### Pin map

Scale: 2 px per µm. Pins as bars across the die edge, other pins in gray.
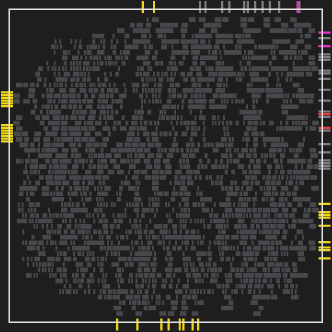
### Port wiring

Scale: 2 px per µm.
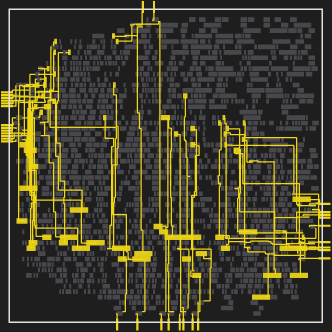
**config.mk**
```make
export PLATFORM = sky130hd
export DESIGN_NAME = activation_pipe
export DESIGN_NICKNAME = d
export VERILOG_FILES = /design/src/rtl/act_pkg.sv /design/src/rtl/act_requant.sv /design/src/rtl/activation_pipe.sv
export SDC_FILE = /design/constraint.sdc
export NUM_CORES = 1
export LEC_CHECK = 0
export ABC_AREA = 1
export CAP_MARGIN = 10
export CORE_MARGIN = 1
export CORE_UTILIZATION = 32
export CTS_BUF_LIST = sky130_fd_sc_hd__clkbuf_8
export DETAILED_ROUTE_END_ITERATION = 10
export MAX_ROUTING_LAYER = met4
export PLACE_DENSITY = 0.48
export SLEW_MARGIN = 20
export SYNTH_ARGS = -nofsm -noshare
export SYNTH_HDL_FRONTEND = slang
export SYNTH_SLANG_ARGS = --single-unit
```
**constraint.sdc**
```tcl
create_clock -name clk -period 4.3 [get_ports clk]
set_clock_uncertainty 0.2 [all_clocks]
set_input_delay 0.86 -clock clk [delete_from_list [all_inputs] [get_ports clk]]
set_output_delay 0.86 -clock clk [all_outputs]
set_load 0.02 [all_outputs]
```
**src/rtl/act_pkg.sv**
```systemverilog
// Shared types and constants for the activation pipeline.
// Holds the activation-mode encoding, the default widths, and a helper
// that yields the signed saturation bounds for a given output width.
package act_pkg;

  typedef enum logic [1:0] {
    ACT_BYPASS = 2'b00,
    ACT_RELU   = 2'b01,
    ACT_CLAMP  = 2'b10,
    ACT_LEAKY  = 2'b11
  } act_mode_e;

  localparam int ACT_IN_W        = 32;
  localparam int ACT_OUT_W       = 16;
  localparam int ACT_CHANNELS    = 8;
  localparam int ACT_SHIFT_W     = 5;
  localparam int ACT_CLAMP_MAX   = 1536;
  localparam int ACT_LEAKY_SHIFT = 3;

  // Largest value representable in a w-bit two's-complement word.
  function automatic longint sat_hi(input int w);
    return (longint'(1) << (w - 1)) - 1;
  endfunction

  // Smallest value representable in a w-bit two's-complement word.
  function automatic longint sat_lo(input int w);
    return -(longint'(1) << (w - 1));
  endfunction

endpackage

```
**src/rtl/act_requant.sv**
```systemverilog
// Combinational requantiser: rounding arithmetic right shift of a wide
// signed accumulator, then saturation to the signed OUT_W range.
// The shift runs one bit wider than the input so the rounding bias
// can never overflow.
module act_requant
  import act_pkg::*;
#(
  parameter int IN_W    = ACT_IN_W,
  parameter int OUT_W   = ACT_OUT_W,
  parameter int SHIFT_W = ACT_SHIFT_W
) (
  input  logic signed [IN_W-1:0]  x,
  input  logic        [SHIFT_W-1:0] shift,
  output logic signed [OUT_W-1:0] v
);

  localparam logic signed [IN_W:0] HI = (IN_W + 1)'(sat_hi(OUT_W));
  localparam logic signed [IN_W:0] LO = (IN_W + 1)'(sat_lo(OUT_W));

  logic signed [IN_W:0] xe;
  logic signed [IN_W:0] bias;
  logic signed [IN_W:0] r;

  // Round half up, shift, then clip into the output range.
  always_comb begin
    // NOTE: every variable gets a value before any branch so no latch is inferred.
    xe   = {x[IN_W-1], x};
    bias = '0;
    r    = xe;
    if (shift != '0) begin
      bias = (IN_W + 1)'(1) << (shift - SHIFT_W'(1));
      r    = (xe + bias) >>> shift;
    end
    if (r > HI)      v = HI[OUT_W-1:0];
    else if (r < LO) v = LO[OUT_W-1:0];
    else             v = r[OUT_W-1:0];
  end

endmodule

```
**src/rtl/activation_pipe.sv**
```systemverilog
// Two-stage valid/ready requantise + activate pipeline.
// Stage 1 registers the requantised, saturated value together with the
// mode it was accepted under; stage 2 registers the activated result.
// Output beats are tagged with a channel index and a last-channel flag.
// Optional feature: define ACT_LEAKY_EN to build the leaky ReLU datapath;
// without it, mode 11 behaves exactly like ReLU.
module activation_pipe
  import act_pkg::*;
#(
  parameter int IN_W        = ACT_IN_W,
  parameter int OUT_W       = ACT_OUT_W,
  parameter int CHANNELS    = ACT_CHANNELS,
  parameter int SHIFT_W     = ACT_SHIFT_W,
  parameter int CLAMP_MAX   = ACT_CLAMP_MAX,
  parameter int LEAKY_SHIFT = ACT_LEAKY_SHIFT,
  localparam int CW         = (CHANNELS > 1) ? $clog2(CHANNELS) : 1
) (
  input  logic               clk,
  input  logic               rst_n,
  input  logic               cfg_we,
  input  logic [1:0]         cfg_mode,
  input  logic [SHIFT_W-1:0] cfg_shift,
  input  logic [IN_W-1:0]    in_data,
  input  logic               in_valid,
  output logic               in_ready,
  output logic [OUT_W-1:0]   out_data,
  output logic [CW-1:0]      out_chan,
  output logic               out_last,
  output logic               out_valid,
  input  logic               out_ready
);

  localparam logic [CW-1:0]           LAST_CHAN = CW'(CHANNELS - 1);
  localparam logic signed [OUT_W-1:0] CLAMP_V   = OUT_W'(CLAMP_MAX);

  act_mode_e                mode_q;
  logic [SHIFT_W-1:0]       shift_q;
  logic                     s1_valid;
  logic signed [OUT_W-1:0]  s1_data;
  act_mode_e                s1_mode;
  logic signed [OUT_W-1:0]  rq_v;
  logic signed [OUT_W-1:0]  act_val;
  logic [CW-1:0]            cnt_q;
  logic                     en1;
  logic                     en2;

  // Stage 2 may load when empty or draining; stage 1 when empty or moving on.
  assign en2      = !out_valid || out_ready;
  assign en1      = !s1_valid || en2;
  assign in_ready = en1;

  act_requant #(
    .IN_W    (IN_W),
    .OUT_W   (OUT_W),
    .SHIFT_W (SHIFT_W)
  ) u_requant (
    .x     ($signed(in_data)),
    .shift (shift_q),
    .v     (rq_v)
  );

  // Configuration registers; a beat accepted together with cfg_we sees the old values.
  always_ff @(posedge clk or negedge rst_n) begin
    // NOTE: state is updated with <= so every flop samples pre-edge values.
    if (!rst_n) begin
      mode_q  <= ACT_RELU;
      shift_q <= '0;
    end else if (cfg_we) begin
      mode_q  <= act_mode_e'(cfg_mode);
      shift_q <= cfg_shift;
    end
  end

  // Stage 1: capture the requantised value and the mode it must be activated with.
  always_ff @(posedge clk or negedge rst_n) begin
    // NOTE: datapath registers are reset too so outputs are defined straight out of reset.
    if (!rst_n) begin
      s1_valid <= 1'b0;
      s1_data  <= '0;
      s1_mode  <= ACT_RELU;
    end else if (en1) begin
      s1_valid <= in_valid;
      if (in_valid) begin
        s1_data <= rq_v;
        s1_mode <= mode_q;
      end
    end
  end

  // Activation function selected by the mode carried with the beat.
  always_comb begin
    act_val = s1_data;
    case (s1_mode)
      ACT_BYPASS: act_val = s1_data;
      ACT_RELU:   act_val = s1_data[OUT_W-1] ? '0 : s1_data;
      ACT_CLAMP: begin
        if (s1_data[OUT_W-1])     act_val = '0;
        else if (s1_data > CLAMP_V) act_val = CLAMP_V;
        else                        act_val = s1_data;
      end
      ACT_LEAKY: begin
`ifdef ACT_LEAKY_EN
        act_val = s1_data[OUT_W-1] ? (s1_data >>> LEAKY_SHIFT) : s1_data;
`else
        act_val = s1_data[OUT_W-1] ? '0 : s1_data;
`endif
      end
      default: act_val = s1_data;
    endcase
  end

  // Stage 2: registered output beat, held while downstream stalls.
  always_ff @(posedge clk or negedge rst_n) begin
    if (!rst_n) begin
      out_valid <= 1'b0;
      out_data  <= '0;
    end else if (en2) begin
      out_valid <= s1_valid;
      if (s1_valid) out_data <= act_val;
    end
  end

  // Channel counter advances once per delivered beat and wraps after the last channel.
  always_ff @(posedge clk or negedge rst_n) begin
    if (!rst_n) begin
      cnt_q <= '0;
    end else if (out_valid && out_ready) begin
      cnt_q <= (cnt_q == LAST_CHAN) ? '0 : cnt_q + CW'(1);
    end
  end

  assign out_chan = cnt_q;
  assign out_last = (cnt_q == LAST_CHAN);

endmodule
```
==> results.txt <==
impl run done, here's what came out: Worst Path Buf+Inv 9, drt first pass iters 5, Distinct lib cells used 43, largest fanout on the critical path 8, Logic cell area 7826 µm², final instance area roughly 13000 µm², H-tree levels 2, critical path arrival 4.45 ns, xor/xnor share 0.004628, grt total ovfl 0, via count 9989, # setup viols final 15, DR vias/cell 5.060, maximum clock frequency 223.8 MHz, yosys simple share 0.5536, VDD IR max slightly below 0.2 mV, Max Root-Sink Buffers 2, cell type with the largest total area nand2_1, DIE WIDTH 155.8 µm, chip height approximately 160 µm, CP Depth 36, CORE AREA around 23000 µm², number of enable flip-flop cells 0, PostCTS Resize Cnt between 300 and 400, CTS sink count 46, worst hold start out_data[15], ao+oa area frac 0.08810, RSZ-0062 raised after global routing true, Registers, synthesis 46, Pleak 6.438 nW, HPWL after DPL 25940 µm, fp util 0.3303, DRT iter0 DRCs 704, Routed Antenna Nets 0, YS chip area 7570 µm², cycle use final 1.039, wire per inst roughly 17 µm, Mapped Area 7570 µm², Hold Path Depth 2, number of max-cap violations 0, Hold Violations, Final 0, Mux area share 0.002975, Adder Area Share 0.05884, largest net degree at the start of global routing 47, CTS tree yes, clk_lat worst skew 0.30 ns, clock buffer count from CTS 5, PnR worst setup slack -0.1678 ns, CP endpoint s1_data[9], most frequent cells in the layout nand2_1 (284), buf_4 (204), inv_1 (179), nand3_2 (158), nand3_1 (128), chip area 24280 µm², violated checks setup timing, fraction of registers with async set/reset 1.000, fillers 2321, PortBufs 65, gpl congestion just over 0.9, row count about 55, initial antenna violation count 0, max_slew headroom 0.4900, dominant cells by area after synthesis nand2_1 (21%), nand3_1 (20%), dfrtp_1 (15%), OpenROAD warnings 28, Synth top area share 0.2147, Register Area 1155 µm², Global Route Usage Sum 0.2775, most used flip-flop cell dfrtp_1, pwr dens 234.3 nW/µm², hold_ws 0.2912 ns, P&R area growth vs syn 67.78%, crit end category flip-flop, top-level I/O count 66, Clk pin slew, worst setup/hold paths 0.09 ns, R2R depth 36, CTS root buf clkbuf_8, diode count 0, nets 1739, Main logic family simple AND/OR/NAND/NOR gates, CP required 4.28 ns, crit path max-delay cell type dfrtp_2, top flop regs out_data x16, s1_data x16, shift_q x5, outcome finished, violations left, Yosys warnings 0, CP peak stage delay 0.46 ns, crit path launch shift_q[1], Cells after Synth about 1400, share of cells above drive strength 1 0.4720, ys cells 1416, drc violations 0, first-pass GRT wire length 51010 µm, most instantiated logic cell after routing nand2_1, register area share after synthesis 0.1524, drt total wl 33770 µm
Back to the opening pictures, 'Pin map':
[yellow] in_data | pins: 32 | direction: input | edge: 13 west, 9 east, 8 south, 2 north
[red] cfg_mode | pins: 2 | direction: input | edge: east
[magenta] out_chan | pins: 3 | direction: output | edge: 2 east, 1 north

Back to the opening pictures, 'Port wiring':
[yellow] in_data | bits: 32 | direction: input | edge: 13 west, 9 east, 8 south, 2 north | end cells: 67 | buffers: 64 | wire: 3550 µm

## area by class of cell
type	instances	area share
Multi-Input combinational cell	1099	0.6162
Clock buffer	5	0.005418
Sequential cell	46	0.09093
Inverter	227	0.06856
Clock inverter	3	0.003448
Tap cell	313	0.03083
Timing Repair Buffer	281	0.1846
## power by group
part           internal [mW]  switching, mW
sequential             0.552         0.0802
clock                  0.174          0.150
combinational          0.835           1.18
## metal layers
layer  GRT usage  up-vias  routed length [µm]
met5           -        -                   0
met4     0.04715        0                 734
met3     0.01667       39                1349
met2      0.4596      264               15810
met1      0.3755     4663               15880
li1            -     5023                   -
## cells by family (layout without fill, tap and decap cells)
logic type      after synthesis  after routing
fa+ha+maj                    35             35
xor+xnor                      4              4
buf+inv                     273            516
compound gates              113            113
flops                        46             46
mux                           2              2
simple gates                943            945
## stage by stage
| stage | setup TNS (ns) | worst slack, ns | power [mW] | std cells | util |
|---|---|---|---|---|---|
| floorplan | 0 | 0.01574 | 1.552 | 1416 | - |
| global placement | -8.951 | -0.6253 | 2.211 | 1928 | 0.4264 |
| detailed placement | -10.11 | -0.7052 | 2.213 | 1928 | 0.4264 |
| CTS | -1.489 | -0.1222 | 2.765 | 1961 | 0.4964 |
| global route | -5.429 | -0.3904 | 3.193 | 1974 | 0.5542 |
| finish | -2.185 | -0.1678 | 2.975 | 1974 | 0.5542 |
## cell usage after synthesis, types with 4 or more instances
master / instances
a21oi_1: 53
nand3_1: 301
ha_1: 34
clkbuf_1: 22
nand3_2: 10
buf_1: 6
dfrtp_1: 44
o21ai_0: 28
nor2_2: 14
a21oi_2: 13
nand2_2: 22
inv_1: 216
or2_2: 7
nor2_1: 128
nand2_1: 433
clkinv_1: 7
buf_2: 16
nand4_1: 12
a31oi_1: 4
inv_2: 4
a32o_1: 5
Power is estimated from default activity; no workload was simulated.
